==> config.mk <==
export PLATFORM = sky130hd
export DESIGN_NAME = fetch_unit
export DESIGN_NICKNAME = d
export VERILOG_FILES = /design/src/rtl/fetch_pkg.sv /design/src/rtl/fetch_fifo.sv /design/src/rtl/fetch_unit.sv
export SDC_FILE = /design/constraint.sdc
export NUM_CORES = 1
export LEC_CHECK = 0
export ABC_AREA = 0
export CAP_MARGIN = 10
export CORE_MARGIN = 5
export CORE_UTILIZATION = 40
export DETAILED_ROUTE_END_ITERATION = 7
export PLACE_DENSITY = 0.69
export SLEW_MARGIN = 25
export SYNTH_ARGS = -nofsm -noshare
export SYNTH_HDL_FRONTEND = slang
export SYNTH_SLANG_ARGS = --single-unit
export TNS_END_PERCENT = 100
==> constraint.sdc <==
create_clock -name clock -period 3.5 [get_ports clock]
set_input_delay 0.875 -clock clock [delete_from_list [all_inputs] [get_ports clock]]
set_output_delay 0.875 -clock clock [all_outputs]
set_load 0.005 [all_outputs]
==> src/rtl/fetch_pkg.sv <==
// Shared constants and the buffer entry type for the instruction fetch slice.
package fetch_pkg;

   // imem word-address width (4096-word imem by default)
   localparam int ADDR_W = 12;

   // Instruction buffer entries
   localparam int DEPTH = 2;

   // Program counter width
   localparam int PC_W = 32;

   // Instruction word width
   localparam int INSTR_W = 32;

   // Value presented on instr_out before anything has been fetched
   localparam logic [INSTR_W-1:0] NOP = 32'h0;

   // One buffered instruction together with the PC it was fetched from
   typedef struct packed {
      logic [PC_W-1:0]    pc;
      logic [INSTR_W-1:0] instr;
   } fetch_entry_t;

   // Contents of the head register out of reset
   localparam fetch_entry_t EMPTY_ENTRY = '{pc: '0, instr: NOP};

endpackage

==> src/rtl/fetch_fifo.sv <==
// Small instruction buffer of {pc, instr} entries. Supports push and pop in
// the same cycle and a synchronous clear. The head entry is presented from a
// register, so the outputs keep their last value once the buffer drains.
module fetch_fifo
   import fetch_pkg::*;
#(
   parameter int DEPTH = fetch_pkg::DEPTH
)
(
   input  logic                       clock,
   input  logic                       reset,
   input  logic                       clear,
   input  logic                       push,
   input  fetch_entry_t               push_data,
   input  logic                       pop,
   output fetch_entry_t               head,
   output logic [$clog2(DEPTH+1)-1:0] count
);

   localparam int CW = $clog2(DEPTH + 1);
   localparam int PW = (DEPTH > 1) ? $clog2(DEPTH) : 1;
   localparam logic [PW-1:0] LAST_SLOT = PW'(DEPTH - 1);
   localparam logic [CW-1:0] FULL_COUNT = CW'(DEPTH);

   fetch_entry_t     entry_reg [DEPTH];
   logic [PW-1:0]    wr_ptr_reg;
   logic [PW-1:0]    wr_ptr_next;
   logic [PW-1:0]    rd_ptr_reg;
   logic [PW-1:0]    rd_ptr_next;
   logic [CW-1:0]    count_reg;
   logic [CW-1:0]    count_next;
   fetch_entry_t     head_reg;
   fetch_entry_t     head_next;
   logic             do_push;
   logic             do_pop;

   // Pointer, occupancy and head selection for the coming cycle.
   always_comb begin
      do_pop      = pop && (count_reg != '0) && !clear;
      // A push into a full buffer is only legal when a pop frees a slot.
      do_push     = push && !clear && ((count_reg != FULL_COUNT) || do_pop);
      wr_ptr_next = wr_ptr_reg;
      rd_ptr_next = rd_ptr_reg;
      count_next  = count_reg;
      head_next   = head_reg;

      if (clear) begin
         wr_ptr_next = '0;
         rd_ptr_next = '0;
         count_next  = '0;
      end else begin
         if (do_push) begin
            wr_ptr_next = (wr_ptr_reg == LAST_SLOT) ? '0 : wr_ptr_reg + 1'b1;
         end
         if (do_pop) begin
            rd_ptr_next = (rd_ptr_reg == LAST_SLOT) ? '0 : rd_ptr_reg + 1'b1;
         end
         count_next = count_reg + CW'(do_push) - CW'(do_pop);

         // When the new head is the slot being written this cycle it has to
         // come from the push data; the array still holds stale contents.
         if (count_next != '0) begin
            if (do_push && (wr_ptr_reg == rd_ptr_next)) begin
               head_next = push_data;
            end else begin
               head_next = entry_reg[rd_ptr_next];
            end
         end
      end
   end

   // Entry storage: plain array write, no reset needed on the data.
   always_ff @(posedge clock) begin
      if (do_push) begin
         entry_reg[wr_ptr_reg] <= push_data;
      end
   end

   // Control state and registered head entry.
   always_ff @(posedge clock) begin
      if (!reset) begin
         wr_ptr_reg <= '0;
         rd_ptr_reg <= '0;
         count_reg  <= '0;
         head_reg   <= EMPTY_ENTRY;
      end else begin
         wr_ptr_reg <= wr_ptr_next;
         rd_ptr_reg <= rd_ptr_next;
         count_reg  <= count_next;
         head_reg   <= head_next;
      end
   end

   assign head  = head_reg;
   assign count = count_reg;

endmodule

==> src/rtl/fetch_unit.sv <==
// Instruction fetch unit: issues one imem read per cycle while the buffer has
// room for the result, tags each returning word with its PC, and flushes on a
// redirect. imem has a fixed one-cycle read latency, so at most one request
// is ever in flight.
module fetch_unit
   import fetch_pkg::*;
#(
   parameter int ADDR_W = fetch_pkg::ADDR_W,
   parameter int DEPTH  = fetch_pkg::DEPTH
)
(
   input  logic                clock,
   input  logic                reset,
   output logic                imem_rden,
   output logic [ADDR_W-1:0]   imem_addr,
   input  logic [INSTR_W-1:0]  imem_q,
   output logic                instr_valid,
   input  logic                instr_ready,
   output logic [INSTR_W-1:0]  instr_out,
   output logic [PC_W-1:0]     pc_out,
   input  logic                redirect,
   input  logic [PC_W-1:0]     redirect_pc
);

   localparam int CW = $clog2(DEPTH + 1);
   localparam logic [CW:0] DEPTH_LIMIT = (CW+1)'(DEPTH);

   logic [PC_W-1:0]  fetch_pc_reg;
   logic [PC_W-1:0]  fetch_pc_next;
   logic             inflight_reg;
   logic             inflight_next;
   logic [PC_W-1:0]  inflight_pc_reg;
   logic [PC_W-1:0]  inflight_pc_next;

   logic [CW-1:0]    fifo_count;
   fetch_entry_t     fifo_head;
   fetch_entry_t     fifo_push_data;
   logic             deq;
   logic             issue;
   logic [CW:0]      occupancy;

   // Issue decision and next fetch state. A redirect suppresses both the
   // issue and the dequeue of this cycle; the buffer is cleared instead.
   always_comb begin
      deq       = instr_valid && instr_ready && !redirect;
      // Slots that will be committed after this cycle: buffered entries plus
      // the word arriving now, less the one handed to the processor.
      occupancy = {1'b0, fifo_count} + {{CW{1'b0}}, inflight_reg} - {{CW{1'b0}}, deq};
      issue     = reset && !redirect && (occupancy < DEPTH_LIMIT);

      fetch_pc_next    = fetch_pc_reg;
      inflight_next    = issue;
      inflight_pc_next = inflight_pc_reg;

      if (redirect) begin
         fetch_pc_next = redirect_pc;
      end else if (issue) begin
         fetch_pc_next    = fetch_pc_reg + 1'b1;
         inflight_pc_next = fetch_pc_reg;
      end
   end

   // Fetch PC and the single outstanding-request tracker.
   always_ff @(posedge clock) begin
      if (!reset) begin
         fetch_pc_reg    <= '0;
         inflight_reg    <= 1'b0;
         inflight_pc_reg <= '0;
      end else begin
         fetch_pc_reg    <= fetch_pc_next;
         inflight_reg    <= inflight_next;
         inflight_pc_reg <= inflight_pc_next;
      end
   end

   assign fifo_push_data = '{pc: inflight_pc_reg, instr: imem_q};

   // The buffer drops the arriving word itself when cleared by a redirect.
   fetch_fifo #(
      .DEPTH (DEPTH)
   ) u_fifo (
      .clock     (clock),
      .reset     (reset),
      .clear     (redirect),
      .push      (inflight_reg),
      .push_data (fifo_push_data),
      .pop       (deq),
      .head      (fifo_head),
      .count     (fifo_count)
   );

   assign imem_rden   = issue;
   assign imem_addr   = fetch_pc_reg[ADDR_W-1:0];
   assign instr_valid = (fifo_count != '0);
   assign instr_out   = fifo_head.instr;
   assign pc_out      = fifo_head.pc;

endmodule

Metal 1:
Supply wires on this layer in gray.
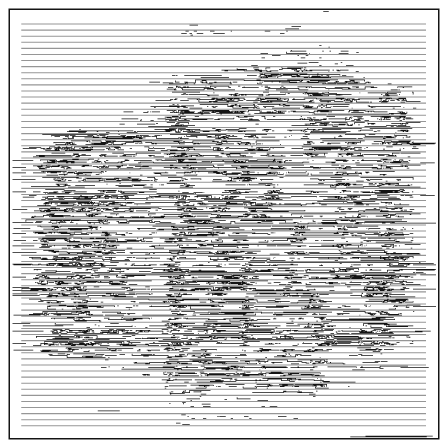
- nets with wire on the layer: 1,298
- wire length on this layer: 16,500 µm
- longest straight run: 58.9 µm
- main direction: horizontal
Vias: 10,900
M1 GR Usage: 27.8%
WL final: 38,300 µm

Metal 2:
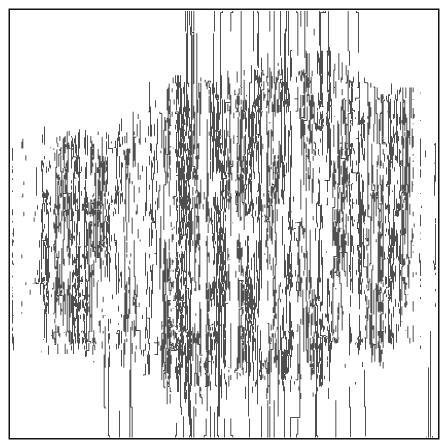
- nets with wire on the layer: 1,184
- share of all routed wire: 48%
met2 GRT Util: 33.5%

Metal 3:
Bar = 50 µm.
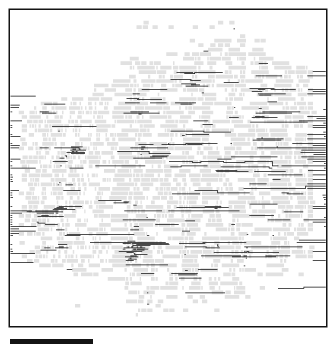
- nets with wire on the layer: 189
- longest straight run: 45.5 µm
M3 GR Usage: 2.79%

M4 wires:
Supply wires on this layer in gray.
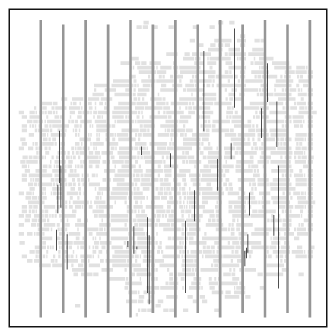
- main direction: vertical
- share of all routed wire: 1.6%
- longest straight run: 74.1 µm
- nets with wire on the layer: 17
- wire length on this layer: 608 µm

Clock routing:
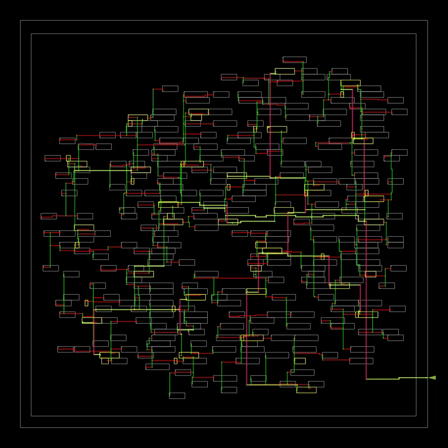
Final Skew: 20.5 ps
clk sinks: 261
clock buf count: 47

==> placed cells by master, fill, tap and decap left out, types with 20 or more instances in the layout <==
| cell | synthesis | routed |
|---|---|---|
| nand3_1 | 86 | 85 |
| clkbuf_16 | 0 | 29 |
| a21boi_0 | 44 | 44 |
| clkdlybuf4s50_1 | 0 | 141 |
| nand2_1 | 164 | 164 |
| o41ai_2 | 60 | 60 |
| edfxtp_1 | 128 | 128 |
| dfxtp_1 | 133 | 132 |
| a211oi_2 | 46 | 46 |
| buf_4 | 23 | 34 |
| nor2_1 | 21 | 20 |
| nor3_1 | 76 | 76 |
| nor4_1 | 73 | 73 |
| a22oi_1 | 65 | 65 |
| o21ai_0 | 79 | 79 |
==> reports/summary.txt <==
P_sw: 0.00164 W
DP Wirelength: 22,700 µm
WP depth: 9
clock-cell share of area: 5.55%
total negative slack: 0 ps
Yosys reg bits: 261
Vias/cell: 6.03
Final Hold Viols: 0
worst path arrival time: 2500 ps
Synth Area per Inst: 10.3 µm²
Bufs and invs on worst path: 3
final setup violation count: 0
clock tree buffer depth: 3
Non-clk invs: 11
Post-synth ARST share: 0%
Seq/Total Area, Yosys: 49.5%
Antenna Diode Count: 0
Detailed Routing Iterations Pass 1: 5
Die H: 191 µm
Min Hold Slack: 450 ps
tool warnings: 26
ys flop type: dfxtp_1
fraction of area in registers: 41.1%
hold endpoint: u_fifo.head[6]
Final GP Congestion: 0.826
status: finished, final reports clean
leading area contributor after synthesis: edfxtp_1
logic area: 0.00588 mm²
Chip Width: 191 µm
CP Class: in2out
HP Class: reg2reg
#MultiIn Comb: 851
maximum clock rate: 296 MHz
Power Dens Cells: 433 mW/mm²
Clk pwr share: 41.4%
cts repair resizes: 13
wire length on met1: 16,500 µm
Seq pwr share: 49.4%
CP dominant cell by count: nand2b_4
die area: 0.0366 mm²
Mapped Nets: 1,342
Critical Path Start Type: input port
Max-slew headroom: 40.7%
switching share of power: 23.9%
YS chip area: 0.0131 mm²
post-route cell area: 0.0159 mm²
ys cells: 1,270
GR Util All Layers: 20.1%
min-delay src: u_fifo.head[6]
max FFs per register: 128
No activity file was given, so power comes from the tool's default toggle rates.
